### src/rtl/fetch.sv
// Instruction fetch: PC owner, issues credit-limited word reads and buffers up to two
// {pc, insn} pairs for decode; redirects flush the buffer and discard in-flight responses.
module fetch #(
  parameter int DWIDTH = 32,
  parameter int AWIDTH = 32,
  parameter logic [AWIDTH-1:0] BASEADDR = AWIDTH'(32'h0100_0000)
) (
  input  logic              clk,
  input  logic              rst,
  output logic              imem_req_o,
  output logic [AWIDTH-1:0] imem_addr_o,
  input  logic              imem_gnt_i,
  input  logic              imem_rvalid_i,
  input  logic [DWIDTH-1:0] imem_rdata_i,
  input  logic              redirect_i,
  input  logic [AWIDTH-1:0] redirect_pc_i,
  output logic              insn_valid_o,
  input  logic              insn_ready_i,
  output logic [DWIDTH-1:0] insn_o,
  output logic [AWIDTH-1:0] pc_o
);

  logic [AWIDTH-1:0] pc_q;
  logic [1:0]        inflight;
  logic [1:0]        drop;
  logic [1:0]        count;
  logic              head;
  logic              tag_rd;
  logic              run;
  logic [AWIDTH-1:0] tag_mem  [2];
  logic [AWIDTH-1:0] fifo_pc  [2];
  logic [DWIDTH-1:0] fifo_insn[2];

  logic grant, resp, push, pop;
  logic tag_wr, fifo_wr;

  // Credits count dropped responses too, so the buffer can never overflow.
  assign imem_req_o   = run && !redirect_i && (({1'b0, inflight} + {1'b0, count}) < 3'd2);
  assign imem_addr_o  = pc_q;
  assign insn_valid_o = (count != 2'd0);
  assign insn_o       = fifo_insn[head];
  assign pc_o         = fifo_pc[head];

  assign grant   = imem_req_o && imem_gnt_i;
  // A response with nothing outstanding belongs to a pre-reset request and is ignored.
  assign resp    = imem_rvalid_i && (inflight != 2'd0);
  assign push    = resp && (drop == 2'd0) && !redirect_i;
  assign pop     = insn_valid_o && insn_ready_i;
  assign tag_wr  = tag_rd ^ inflight[0];
  assign fifo_wr = head ^ count[0];

  always_ff @(posedge clk or posedge rst) begin
    if (rst) begin
      pc_q     <= BASEADDR;
      inflight <= 2'd0;
      drop     <= 2'd0;
      count    <= 2'd0;
      head     <= 1'b0;
      tag_rd   <= 1'b0;
      run      <= 1'b0;
      for (int i = 0; i < 2; i++) begin
        tag_mem[i]   <= '0;
        fifo_pc[i]   <= '0;
        fifo_insn[i] <= '0;
      end
    end else begin
      run      <= 1'b1;
      inflight <= inflight + {1'b0, grant} - {1'b0, resp};
      if (grant) tag_mem[tag_wr] <= pc_q;
      if (resp)  tag_rd <= ~tag_rd;
      if (pop)   head <= ~head;

      if (redirect_i) begin
        pc_q  <= {redirect_pc_i[AWIDTH-1:2], 2'b00};
        count <= 2'd0;
        drop  <= inflight - {1'b0, resp};
      end else begin
        if (grant) pc_q <= pc_q + AWIDTH'(4);
        if (resp && drop != 2'd0) drop <= drop - 2'd1;
        if (push) begin
          fifo_pc[fifo_wr]   <= tag_mem[tag_rd];
          fifo_insn[fifo_wr] <= imem_rdata_i;
        end
        count <= count + {1'b0, push} - {1'b0, pop};
      end
    end
  end

  a_no_overflow: assert property (@(posedge clk) disable iff (rst) !(push && count == 2'd2));

endmodule
### config.mk
export PLATFORM = sky130hd
export DESIGN_NAME = fetch
export DESIGN_NICKNAME = d
export VERILOG_FILES = /design/src/rtl/fetch.sv
export SDC_FILE = /design/constraint.sdc
export NUM_CORES = 1
export LEC_CHECK = 0
export ABC_AREA = 1
export CAP_MARGIN = 20
export CELL_PAD_IN_SITES_DETAIL_PLACEMENT = 2
export CELL_PAD_IN_SITES_GLOBAL_PLACEMENT = 2
export CORE_UTILIZATION = 30
export DETAILED_ROUTE_END_ITERATION = 8
export GPL_TIMING_DRIVEN = 0
export HOLD_SLACK_MARGIN = 0.06
export PLACE_DENSITY_LB_ADDON = 0.1
export SLEW_MARGIN = 20
export SYNTH_ARGS = -nofsm -noshare
export SYNTH_HDL_FRONTEND = slang
export SYNTH_SLANG_ARGS = --single-unit
### constraint.sdc
create_clock -name clk -period 9.9 [get_ports clk]
set_input_delay 2.97 -clock clk [delete_from_list [all_inputs] [get_ports clk]]
set_output_delay 2.97 -clock clk [all_outputs]
set_load 0.005 [all_outputs]
### Metal layers overlaid, run 1

Drawn at 2 px/µm.
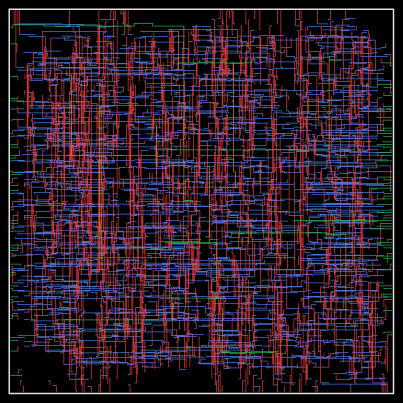
Key: blue = met1 [wire length 17000 µm]; green = met3 [wire length 1020 µm]; orange = met4 [wire length 569 µm]; red = met2 [wire length 16800 µm]
Wirelength per Cell: 17.8 µm
Via Count: 9324
GRT Overall Usage: 19.8%
final WL: 35300 µm

### Layout detail, run 1

Window x 134 to 154, y 38 to 58 µm. Cells in grey, sequential cells in the stronger grey; small squares are vias.
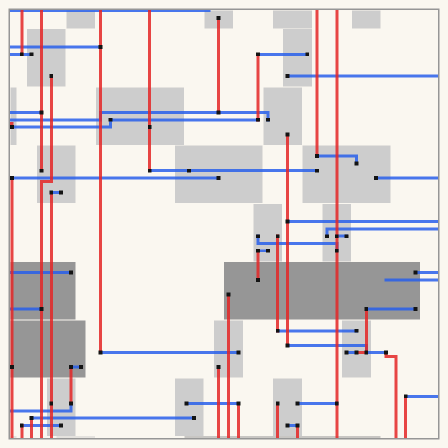
Key: blue = met1; red = met2
Most frequent: nand2_1 (5), buf_2 (3), buf_6 (3). Sequential cells in the window: 1. Netlist names of flops here include `fifo_insn` (1). 15 logic cells have their middle in the window.

==> impl_metrics.env, run 1 <==
# physical design summary
export IMPL_r2r_cells=10
export IMPL_min_period_over_period_pct=68.8
export IMPL_crit_chain="buf_6 -> nor2_8 -> nand3_1 -> inv_1 -> clkdlybuf4s50_1"
export IMPL_syn_to_final_growth_pct=28.8
export IMPL_antenna_found_initial=0
export IMPL_die_w_um=191
export IMPL_grt_pass1_wl_um=57100
export IMPL_seq_share_pct=40.3
export IMPL_reg_top3="fifo_insn (64), fifo_pc (60), tag_mem (60)"
export IMPL_max_slew_margin_rel_pct=56.9
export IMPL_power_density_nw_per_um2=297
export IMPL_hold_path_depth=2
export IMPL_path_class="in2out"
export IMPL_synth_area_um2=10800
export IMPL_met2_length_um=16800
export IMPL_wl_met3_um=1020
export IMPL_synth_flops=223
export IMPL_crit_path_end="imem_req_o"
export IMPL_place_area_um2=13000
export IMPL_ys_cells=1312
export IMPL_vias_per_cell=4.71
export IMPL_max_freq_mhz=147
export IMPL_largest_reg_flops=64
export IMPL_postSynthSeqShare_pct=51.9
export IMPL_grt_overflow=0
export IMPL_seq_power_mw=1.52
export IMPL_ys_area_um2=10800
export IMPL_num_antenna_cells=0
export IMPL_fin_skew_ns=0.0155
export IMPL_routabilityCongestion=0.774
export IMPL_cpPeakStageDelay_ns=0.49
export IMPL_n_all_inverters=134
export IMPL_crit_cells=5
export IMPL_finalSetupViolCount=0
export IMPL_nNetsFinal=1584
export IMPL_clock_cell_area_share_pct=6.14
export IMPL_synth_mux_area_fraction_pct=3.14
export IMPL_end_kind="primary output"
export IMPL_hp_start="fifo_pc[2]"
export IMPL_drtIter0Drc=229
export IMPL_critPathLaunch="redirect_i"
export IMPL_hpwl_um=25400
export IMPL_fin_crit_ns=6.81
export IMPL_cap_violations=0
export IMPL_cts_resized=0
export IMPL_htreeDepth=1
export IMPL_synthAdderAreaFrac_pct=1.00
export IMPL_finalHoldViolCount=0
export IMPL_clockRootBuffer="clkbuf_16"
export IMPL_fill_cells=3991
export IMPL_postCtsHoldBufs=0
export IMPL_regMostFlops="fifo_insn"
export IMPL_peakVddDrop_v=0.000125
export IMPL_common_cells="509 x nand2_1, 222 x dfrtp_1, 144 x o21ai_0"
export IMPL_setup_tns_ns=0
export IMPL_n_tap_cell=455
export IMPL_rrSetupSlack_ns=7.35
export IMPL_wl_met1_um=17000
export IMPL_ys_sh_simple_pct=22.7
export IMPL_combPwrFrac_pct=39.9
export IMPL_whs_endpoint="fifo_pc[2]"
export IMPL_status="finished clean"
export IMPL_pre_cts_slack_ns=3.07
export IMPL_syn_area_per_cell_um2=8.20
export IMPL_xor_share_pct=1.07
export IMPL_io_buffers=160
export IMPL_worst_path_max_delay_cell="clkdlybuf4s50_1"
export IMPL_die_h_um=191
export IMPL_synth_top_flop_cell="dfrtp_1"
export IMPL_drv_slew=0
export IMPL_crit_required_ns=6.93
export IMPL_lay_top_cells="509 x nand2_1, 222 x dfrtp_1, 160 x clkdlybuf4s50_1"
### Track usage over the die, run 1

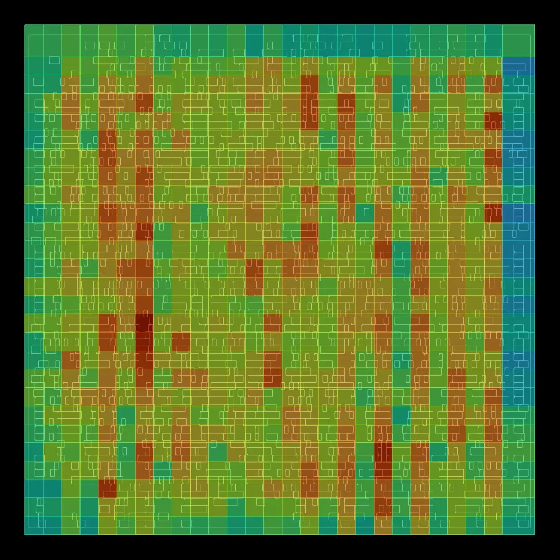
GR Layer Usage met1: 27.2%
GR Layer Usage met2: 33.9%
Core Util, Final: 39.7%
met3 usage: 1.95%
Most Used Layer, Global Route: met2

### Routed clock nets over the placement, run 1

Drawn at 1.5 px/µm.
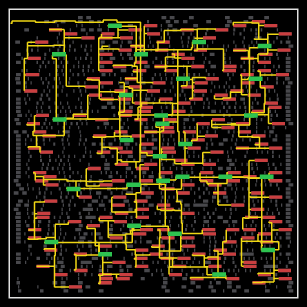
Key: red = flip-flops [count 223]; yellow = clock wires [length 3510 µm]; green = cells driving clock nets [count 27]
There are 28 routed clock nets. Position of the flops: all over the die.
clock-net power: 0.955 mW
Clk pwr share: 23.2%

==> run 2, diff against run 1 <==
--- a/config.mk
+++ b/config.mk
@@ -9,7 +9,7 @@
 export CAP_MARGIN = 20
 export CELL_PAD_IN_SITES_DETAIL_PLACEMENT = 2
 export CELL_PAD_IN_SITES_GLOBAL_PLACEMENT = 2
-export CORE_UTILIZATION = 30
+export CORE_UTILIZATION = 29
 export DETAILED_ROUTE_END_ITERATION = 8
 export GPL_TIMING_DRIVEN = 0
 export HOLD_SLACK_MARGIN = 0.06
==> constraint.sdc (replaced) <==
create_clock -name clk -period 5.8 [get_ports clk]
set_input_delay 1.74 -clock clk [delete_from_list [all_inputs] [get_ports clk]]
set_output_delay 1.74 -clock clk [all_outputs]
set_load 0.005 [all_outputs]
### Routed clock nets over the placement, run 2

Drawn at 1.5 px/µm.
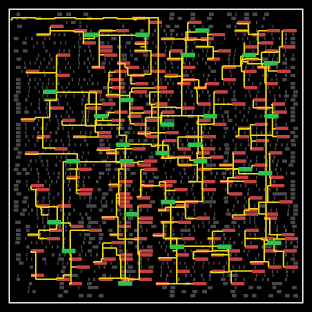
Key: green = cells driving clock nets [count 28]; red = flip-flops [count 223]; yellow = clock wires [length 3670 µm]
There are 29 routed clock nets.
Clk Latency, worst-skew pair: 0.55 ns
final worst clock skew: 0.0183 ns
Clk pwr share: 24.9%
clock-net power: 1.80 mW

### Layout detail, run 2

Window x 136 to 156, y 39 to 59 µm. Cells in grey, sequential cells in the stronger grey; small squares are vias.
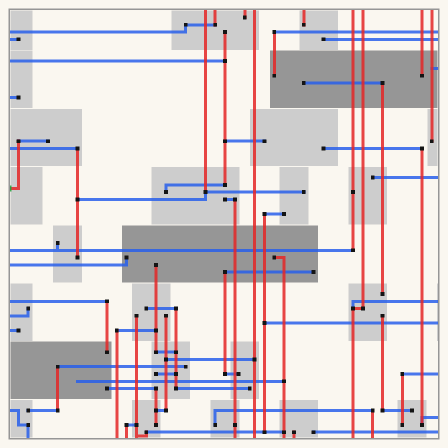
Key: red = met2; green = met3; blue = met1
Netlist names of flops here include `fifo_pc` (2), `fifo_insn` (1). Most frequent: nand2_1 (5). Sequential cells in the window: 3. 23 logic cells have their middle in the window.

==> impl_metrics.env, run 2 <==
# physical design summary
export IMPL_status="finished clean"
export IMPL_synth_top_flop_cell="dfrtp_1"
export IMPL_fill_cells=4147
export IMPL_cap_violations=0
export IMPL_htreeDepth=1
export IMPL_place_area_um2=13100
export IMPL_die_h_um=195
export IMPL_whs_endpoint="fifo_insn[16]"
export IMPL_routabilityCongestion=0.790
export IMPL_via_count=9408
export IMPL_regMostFlops="fifo_insn"
export IMPL_reg_top3="fifo_insn (64), fifo_pc (60), tag_mem (60)"
export IMPL_ys_cells=1312
export IMPL_crit_chain="buf_2 -> clkbuf_1 -> clkbuf_1 -> nand2_1 -> o21ai_0 -> clkdlybuf4s50_1"
export IMPL_fin_util_pct=38.6
export IMPL_hp_start="fifo_insn[16]"
export IMPL_num_antenna_cells=0
export IMPL_fin_crit_ns=4.62
export IMPL_end_kind="primary output"
export IMPL_grt_busiest_layer="met2"
export IMPL_wl_met3_um=1060
export IMPL_use_met3_pct=2.10
export IMPL_setup_tns_ns=0
export IMPL_min_period_over_period_pct=79.6
export IMPL_wl_um=36600
export IMPL_postCtsHoldBufs=0
export IMPL_lay_top_cells="509 x nand2_1, 222 x dfrtp_1, 160 x clkdlybuf4s50_1"
export IMPL_n_tap_cell=468
export IMPL_seq_share_pct=39.6
export IMPL_track_usage_pct=19.7
export IMPL_crit_path_end="pc_o[24]"
export IMPL_synth_flops=223
export IMPL_wl_met1_um=17100
export IMPL_xor_share_pct=1.07
export IMPL_die_w_um=195
export IMPL_peakVddDrop_v=0.000245
export IMPL_clockRootBuffer="clkbuf_16"
export IMPL_hold_path_depth=2
export IMPL_synthAdderAreaFrac_pct=1.00
export IMPL_max_slew_margin_rel_pct=55.4
export IMPL_pre_cts_slack_ns=1.42
export IMPL_seq_power_mw=2.59
export IMPL_finalSetupViolCount=0
export IMPL_power_density_nw_per_um2=513
export IMPL_ys_sh_simple_pct=22.7
export IMPL_cpPeakStageDelay_ns=0.57
export IMPL_use_met1_pct=26.2
export IMPL_common_cells="509 x nand2_1, 222 x dfrtp_1, 144 x o21ai_0"
export IMPL_drtIter0Drc=252
No activity file was given, so power comes from the tool's default toggle rates.
